==> src/rtl/regfile_wb_buf_pkg.sv <==
// Shared definitions for the register-file write-back buffer: default widths,
// active-high / active-low enable levels and the port arbitration encoding.
package regfile_wb_buf_pkg;

   localparam int DEF_ADDR_W = 5;
   localparam int DEF_DATA_W = 32;
   localparam int DEF_DEPTH  = 4;

   // Active-low enable levels (regfile we_)
   localparam logic ENABLE_  = 1'b0;
   localparam logic DISABLE_ = 1'b1;

   // Active-high enable levels
   localparam logic ENABLE   = 1'b1;
   localparam logic DISABLE  = 1'b0;

   // Owner of the regfile port in the current cycle
   typedef enum logic [1:0] {
      ARB_IDLE  = 2'b00,
      ARB_READ  = 2'b01,
      ARB_DRAIN = 2'b10
   } arb_state_t;

endpackage

==> src/rtl/regfile_wb_fifo.sv <==
// Write queue for regfile_wb_buf: circular storage, head/tail/count, and an
// address-match vector over the live entries (index 0 = oldest).
// Build option REGFILE_WB_FWD_EN adds the youngest-match data select output.
module regfile_wb_fifo
   import regfile_wb_buf_pkg::*;
#(
   parameter int ADDR_W = DEF_ADDR_W,
   parameter int DATA_W = DEF_DATA_W,
   parameter int DEPTH  = DEF_DEPTH
) (
   input  logic                     clk,
   input  logic                     reset,
   input  logic                     push,
   input  logic [ADDR_W-1:0]        push_addr,
   input  logic [DATA_W-1:0]        push_data,
   input  logic                     pop,
   output logic [ADDR_W-1:0]        head_addr,
   output logic [DATA_W-1:0]        head_data,
   output logic [$clog2(DEPTH):0]   count,
   input  logic [ADDR_W-1:0]        match_addr,
`ifdef REGFILE_WB_FWD_EN
   output logic [DATA_W-1:0]        match_data,
`endif
   output logic                     match_any
);

   localparam int PTR_W = $clog2(DEPTH);
   localparam int CNT_W = PTR_W + 1;

   logic [ADDR_W-1:0] addr_mem_r [DEPTH];
   logic [DATA_W-1:0] data_mem_r [DEPTH];
   logic [PTR_W-1:0]  head_r;
   logic [PTR_W-1:0]  tail_r;
   logic [CNT_W-1:0]  count_r;
   logic [DEPTH-1:0]  match_vec_s;

   // Store the incoming entry at the tail slot
   always_ff @(posedge clk) begin
      if (reset) begin
         for (int i = 0; i < DEPTH; i++) begin
            addr_mem_r[i] <= '0;
            data_mem_r[i] <= '0;
         end
      end else if (push) begin
         addr_mem_r[tail_r] <= push_addr;
         data_mem_r[tail_r] <= push_data;
      end
   end

   // Pointer and occupancy bookkeeping; push only when not full, pop only when not empty
   always_ff @(posedge clk) begin
      if (reset) begin
         head_r  <= '0;
         tail_r  <= '0;
         count_r <= '0;
      end else begin
         case ({push, pop})
            2'b10:   count_r <= count_r + CNT_W'(1);
            2'b01:   count_r <= count_r - CNT_W'(1);
            default: count_r <= count_r;
         endcase
         if (push) begin
            tail_r <= tail_r + PTR_W'(1);
         end
         if (pop) begin
            head_r <= head_r + PTR_W'(1);
         end
      end
   end

   // Age-ordered match of each live entry against the read address
   always_comb begin
      match_vec_s = '0;
      for (int i = 0; i < DEPTH; i++) begin
         match_vec_s[i] = (CNT_W'(i) < count_r) &&
                          (addr_mem_r[head_r + PTR_W'(i)] == match_addr);
      end
   end

`ifdef REGFILE_WB_FWD_EN
   // Youngest matching entry wins, so later writes override earlier ones
   always_comb begin
      match_data = '0;
      for (int i = 0; i < DEPTH; i++) begin
         match_data = match_vec_s[i] ? data_mem_r[head_r + PTR_W'(i)] : match_data;
      end
   end
`endif

   assign match_any = |match_vec_s;
   assign head_addr = addr_mem_r[head_r];
   assign head_data = data_mem_r[head_r];
   assign count     = count_r;

endmodule

==> src/rtl/regfile_wb_buf.sv <==
// Write-back buffer in front of a single-port register file. Queues writes,
// arbitrates the regfile port between reads and the oldest queued write, and
// registers read results (latency 1).
// REGFILE_WB_FWD_EN: defined -> reads forward from the youngest matching queued
// write; undefined -> a matching read stalls until the matching writes drain.
module regfile_wb_buf
   import regfile_wb_buf_pkg::*;
#(
   parameter int ADDR_W = DEF_ADDR_W,
   parameter int DATA_W = DEF_DATA_W,
   parameter int DEPTH  = DEF_DEPTH
) (
   input  logic              clk,
   input  logic              reset,
   input  logic              wr_valid,
   output logic              wr_ready,
   input  logic [ADDR_W-1:0] wr_addr,
   input  logic [DATA_W-1:0] wr_data,
   input  logic              rd_valid,
   output logic              rd_ready,
   input  logic [ADDR_W-1:0] rd_addr,
   output logic [DATA_W-1:0] rd_data,
   output logic              rd_data_valid,
   output logic [ADDR_W-1:0] rf_addr,
   output logic [DATA_W-1:0] rf_d_in,
   output logic              rf_we_,
   input  logic [DATA_W-1:0] rf_d_out,
   output logic              idle
);

   localparam int CNT_W = $clog2(DEPTH) + 1;

   logic [CNT_W-1:0]  count_s;
   logic [ADDR_W-1:0] head_addr_s;
   logic [DATA_W-1:0] head_data_s;
   logic              match_any_s;
   logic              full_s;
   logic              empty_s;
   logic              stall_s;
   logic              push_s;
   logic              pop_s;
   arb_state_t        arb_s;
`ifdef REGFILE_WB_FWD_EN
   logic [DATA_W-1:0] match_data_s;
`endif

   regfile_wb_fifo #(
      .ADDR_W (ADDR_W),
      .DATA_W (DATA_W),
      .DEPTH  (DEPTH)
   ) u_fifo (
      .clk        (clk),
      .reset      (reset),
      .push       (push_s),
      .push_addr  (wr_addr),
      .push_data  (wr_data),
      .pop        (pop_s),
      .head_addr  (head_addr_s),
      .head_data  (head_data_s),
      .count      (count_s),
      .match_addr (rd_addr),
`ifdef REGFILE_WB_FWD_EN
      .match_data (match_data_s),
`endif
      .match_any  (match_any_s)
   );

   assign full_s  = (count_s == CNT_W'(DEPTH));
   assign empty_s = (count_s == CNT_W'(0));
   assign idle    = empty_s;

   // Full check uses the registered count only: a pop this cycle does not free a slot
   assign wr_ready = !reset && !full_s;
   assign push_s   = wr_valid && wr_ready;

`ifdef REGFILE_WB_FWD_EN
   assign stall_s = 1'b0;
`else
   assign stall_s = match_any_s;
`endif

   // Choose the regfile port owner; a full queue drains ahead of reads so writes cannot starve
   always_comb begin
      arb_s = ARB_IDLE;
      if (reset) begin
         arb_s = ARB_IDLE;
      end else if (rd_valid && !full_s && !stall_s) begin
         arb_s = ARB_READ;
      end else if (!empty_s) begin
         arb_s = ARB_DRAIN;
      end else begin
         arb_s = ARB_IDLE;
      end
   end

   // Drive the regfile port and handshakes for the chosen owner
   always_comb begin
      rf_addr  = '0;
      rf_d_in  = '0;
      rf_we_   = DISABLE_;
      rd_ready = DISABLE;
      pop_s    = DISABLE;
      case (arb_s)
         ARB_READ: begin
            rd_ready = ENABLE;
            rf_addr  = rd_addr;
         end
         ARB_DRAIN: begin
            rf_addr  = head_addr_s;
            rf_d_in  = head_data_s;
            rf_we_   = ENABLE_;
            pop_s    = ENABLE;
         end
         default: begin
            rf_we_   = DISABLE_;
         end
      endcase
   end

   // Capture the read result at the accepting edge
   always_ff @(posedge clk) begin
      if (reset) begin
         rd_data       <= '0;
         rd_data_valid <= 1'b0;
      end else if (arb_s == ARB_READ) begin
         rd_data_valid <= 1'b1;
`ifdef REGFILE_WB_FWD_EN
         rd_data       <= match_any_s ? match_data_s : rf_d_out;
`else
         rd_data       <= rf_d_out;
`endif
      end else begin
         rd_data_valid <= 1'b0;
      end
   end

endmodule

==> config.mk <==
export PLATFORM = sky130hd
export DESIGN_NAME = regfile_wb_buf
export DESIGN_NICKNAME = d
export VERILOG_FILES = /design/src/rtl/regfile_wb_buf_pkg.sv /design/src/rtl/regfile_wb_fifo.sv /design/src/rtl/regfile_wb_buf.sv
export SDC_FILE = /design/constraint.sdc
export NUM_CORES = 1
export LEC_CHECK = 0
export CORE_ASPECT_RATIO = 1.2
export CORE_MARGIN = 1.5
export CORE_UTILIZATION = 35
export CTS_CLUSTER_SIZE = 25
export DETAILED_ROUTE_END_ITERATION = 6
export DONT_BUFFER_PORTS = 1
export PLACE_DENSITY = 0.54
export SYNTH_ARGS = -nofsm -noshare
export SYNTH_HDL_FRONTEND = slang
export SYNTH_SLANG_ARGS = --single-unit
==> constraint.sdc <==
create_clock -name clk -period 4.9 [get_ports clk]
set_input_delay 1.225 -clock clk [delete_from_list [all_inputs] [get_ports clk]]
set_output_delay 1.225 -clock clk [all_outputs]
set_load 0.01 [all_outputs]
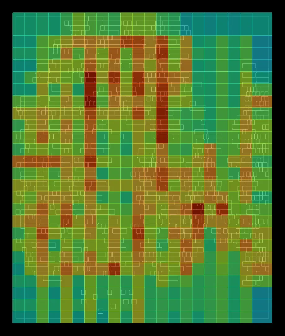
(routing congestion)
final core utilization: 39.1%
GRT Total Usage: 16.7%
routing usage on met2: 30.1%
Wirelength per Cell: 21.9 um

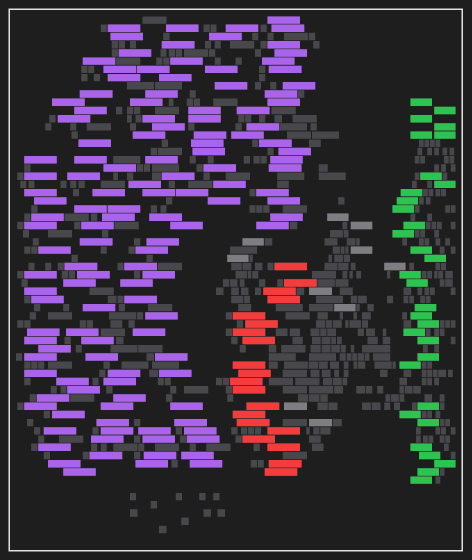
(sequential cells coloured by netlist name)
purple -> `u_fifo.data_mem_r`  # placed flops 128
green -> `rd_data`  # placed flops 32, where a vertical strip on the right
red -> `u_fifo.addr_mem_r`  # placed flops 20
not coloured = 10
Seq power: 1.94 mW
Reg area: 0.00529 sq mm

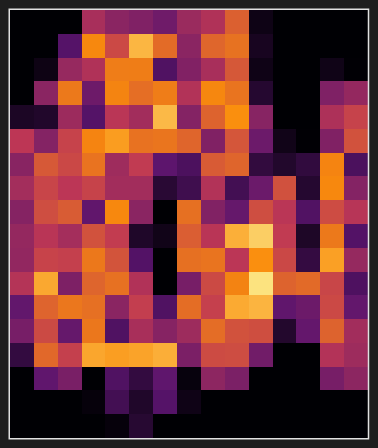
(placement density heat map)
15 x 18 tiles, from black (low) to pale yellow (high), 0 to 100% covered.
mean over tiles = 36%
nearly empty tiles = 22%
fullest tile = 94%
Core ar.: 0.0254 sq mm
FP Util: 35.5%

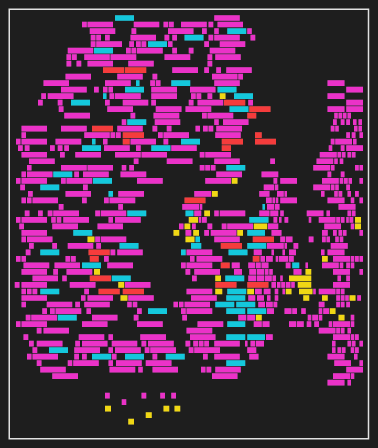
(drive-strength map)
red -> x6 and larger  # cells 24
cyan -> x2  # cells 57
magenta -> x1 and smaller  # cells 568
yellow -> x3 and x4  # cells 37
Area Growth Syn to Fin: 10.3%
setup slack after layout: 0.402 ns
fin area: 0.00994 sq mm

power by group:
part	switching, mW	internal [mW]
Combinational	0.322	0.275
Sequential	0.0771	1.86
Clock	0.641	0.668
cell usage after synthesis (4+ instances only):
| master | n |
|---|---|
| edfxtp_1 | 148 |
| and2_1 | 77 |
| and3_1 | 75 |
| clkbuf_1 | 45 |
| mux4_2 | 44 |
| dfxtp_1 | 42 |
| a21oi_1 | 38 |
| nor2b_1 | 35 |
| nand3_1 | 34 |
| xnor2_1 | 19 |
| o21ai_0 | 18 |
| o21ai_1 | 17 |
| buf_2 | 14 |
| nor3_1 | 14 |
| nor2_1 | 13 |
| mux2i_1 | 9 |
| a211oi_1 | 5 |
| ha_1 | 5 |
| nand2b_1 | 5 |
| inv_1 | 4 |
| xor2_1 | 4 |
==> flow_summary.yaml <==
# flow metrics
clock_network:
  h-tree-depth: 4
  clk_pin_slew_ns: 0.07
  clock_path_buffers: 2
  tritoncts: "built"
  clock_latency_ns: 0.43
  numCtsBuffers: 17
  clk_root_buffer_cell: "clkbuf_16"
  post-cts-setup-buffers: 0
  cts_sinks: 190
route:
  viasPerCell: 5.53
  wl_met1_um: 8790
  routed_wl_um: 22200
  first_iter_violations: 254
  ant_nets: 0
  drt_pre_antenna_iters: 5
  route.met2.wl_um: 11600
  top_layer: "met4"
  wl_met3_um: 1600
  drc_errors: 0
synthesis:
  yosys_area_sq_mm: 0.00901
  ys_cells: 695
  mux_share_pct: 12.4
  synth_top_area_share_pct: 49.3
  yosysWarnings: 0
  synth-main-ff-cell: "edfxtp_1"
  yosysTopAreaCell: "edfxtp_1"
  ys_sh_adder_pct: 0.694
  edf_count: 148
  syn_area_sq_mm: 0.00901
  postSynthCellCount: 695
  area_leaders: "edfxtp_1, mux4_2, dfxtp_1, and2_1, and3_1"
  synthAoiAreaFrac_pct: 5.32
  async_flop_share_pct: 0
  synth_area_per_cell_sq_um: 13.0
final_timing:
  period_used_pct: 91.8
  finalHoldViolations: 0
  hold_ws_ns: 0.520
  skew_ns: 0.0173
  maxSlewHeadroom_pct: 25.4
  finalSetupViolCount: 0
  worst_pin_slew_ns: 1.12
final_layout:
  flops: 190
  reg.largest.list: "u_fifo.data_mem_r (128), rd_data (32), u_fifo.addr_mem_r (20)"
  largest_class: "flip-flops and latches"
  clockBufferCount: 17
  n_fill_cell: 2382
  final_cells: 1016
  clock_area_share_pct: 5.58
  mostFrequentLayoutCells: "edfxtp_1, and2_1, and3_1, mux4_2, dfxtp_1"
  largest-register: "u_fifo.data_mem_r"
  lay_top_count: "edfxtp_1"
  n_antenna_cell: 0
  combGateArea_sq_mm: 0.00347
  inv_count: 5
place:
  place_congestion: 0.829
  place_area_sq_mm: 0.00938
  pre_cts_ws_ns: 0.658
  numPortBuffers: 0
flow_run:
  maxCapViolations: 0
die:
  die_h_um: 179
  die-area_sq_mm: 0.0267
  fp.dieW_um: 149
  ioPinCount: 152
global_route:
  first_global_vias: 5863
  grt_first_pass_wirelength_um: 33300
  top_usage_layer: "met2"
  gr-total-overflow: 0
  grt_max_degree: 54
  grtUsageMet1_pct: 19.8
min_path:
  whs_endpoint: "rd_data[29]"
  min_path_cells: 2
  min_path_type: "reg -> reg"
  min_from: "rd_data[29]"
critical_path:
  cp.arrival_ns: 3.27
  worst_setup_path_end_kind: "output port"
  critical_path.max_fanout: 37
  rrSetupSlack_ns: 1.54
  worstPathRequired_ns: 3.67
  cp-start-kind: "flop"
  cp_cell_sequence: "mux4_2 -> xnor2_1 -> nand4_1 -> or3_1 -> nand3_1 -> buf_4 -> nor3_1 -> a211oi_1 -> buf_4"
  regToRegEndpoint: "u_fifo.count[2]"
  crit_path_top_delay_cell: "mux4_2"
  crit_top_cell: "buf_4"
  path_buffers: 2
  reg2reg_from: "u_fifo.head_r[1]"
power_and_ir_drop:
  irDropWorstVdd_mv: 0.200
  power.total_mw: 3.84
  p_leak_nw: 3.64
  power_density_mw_per_mm2: 387
outcome:
  status: "completed"
Power and IR drop assume default switching activity.
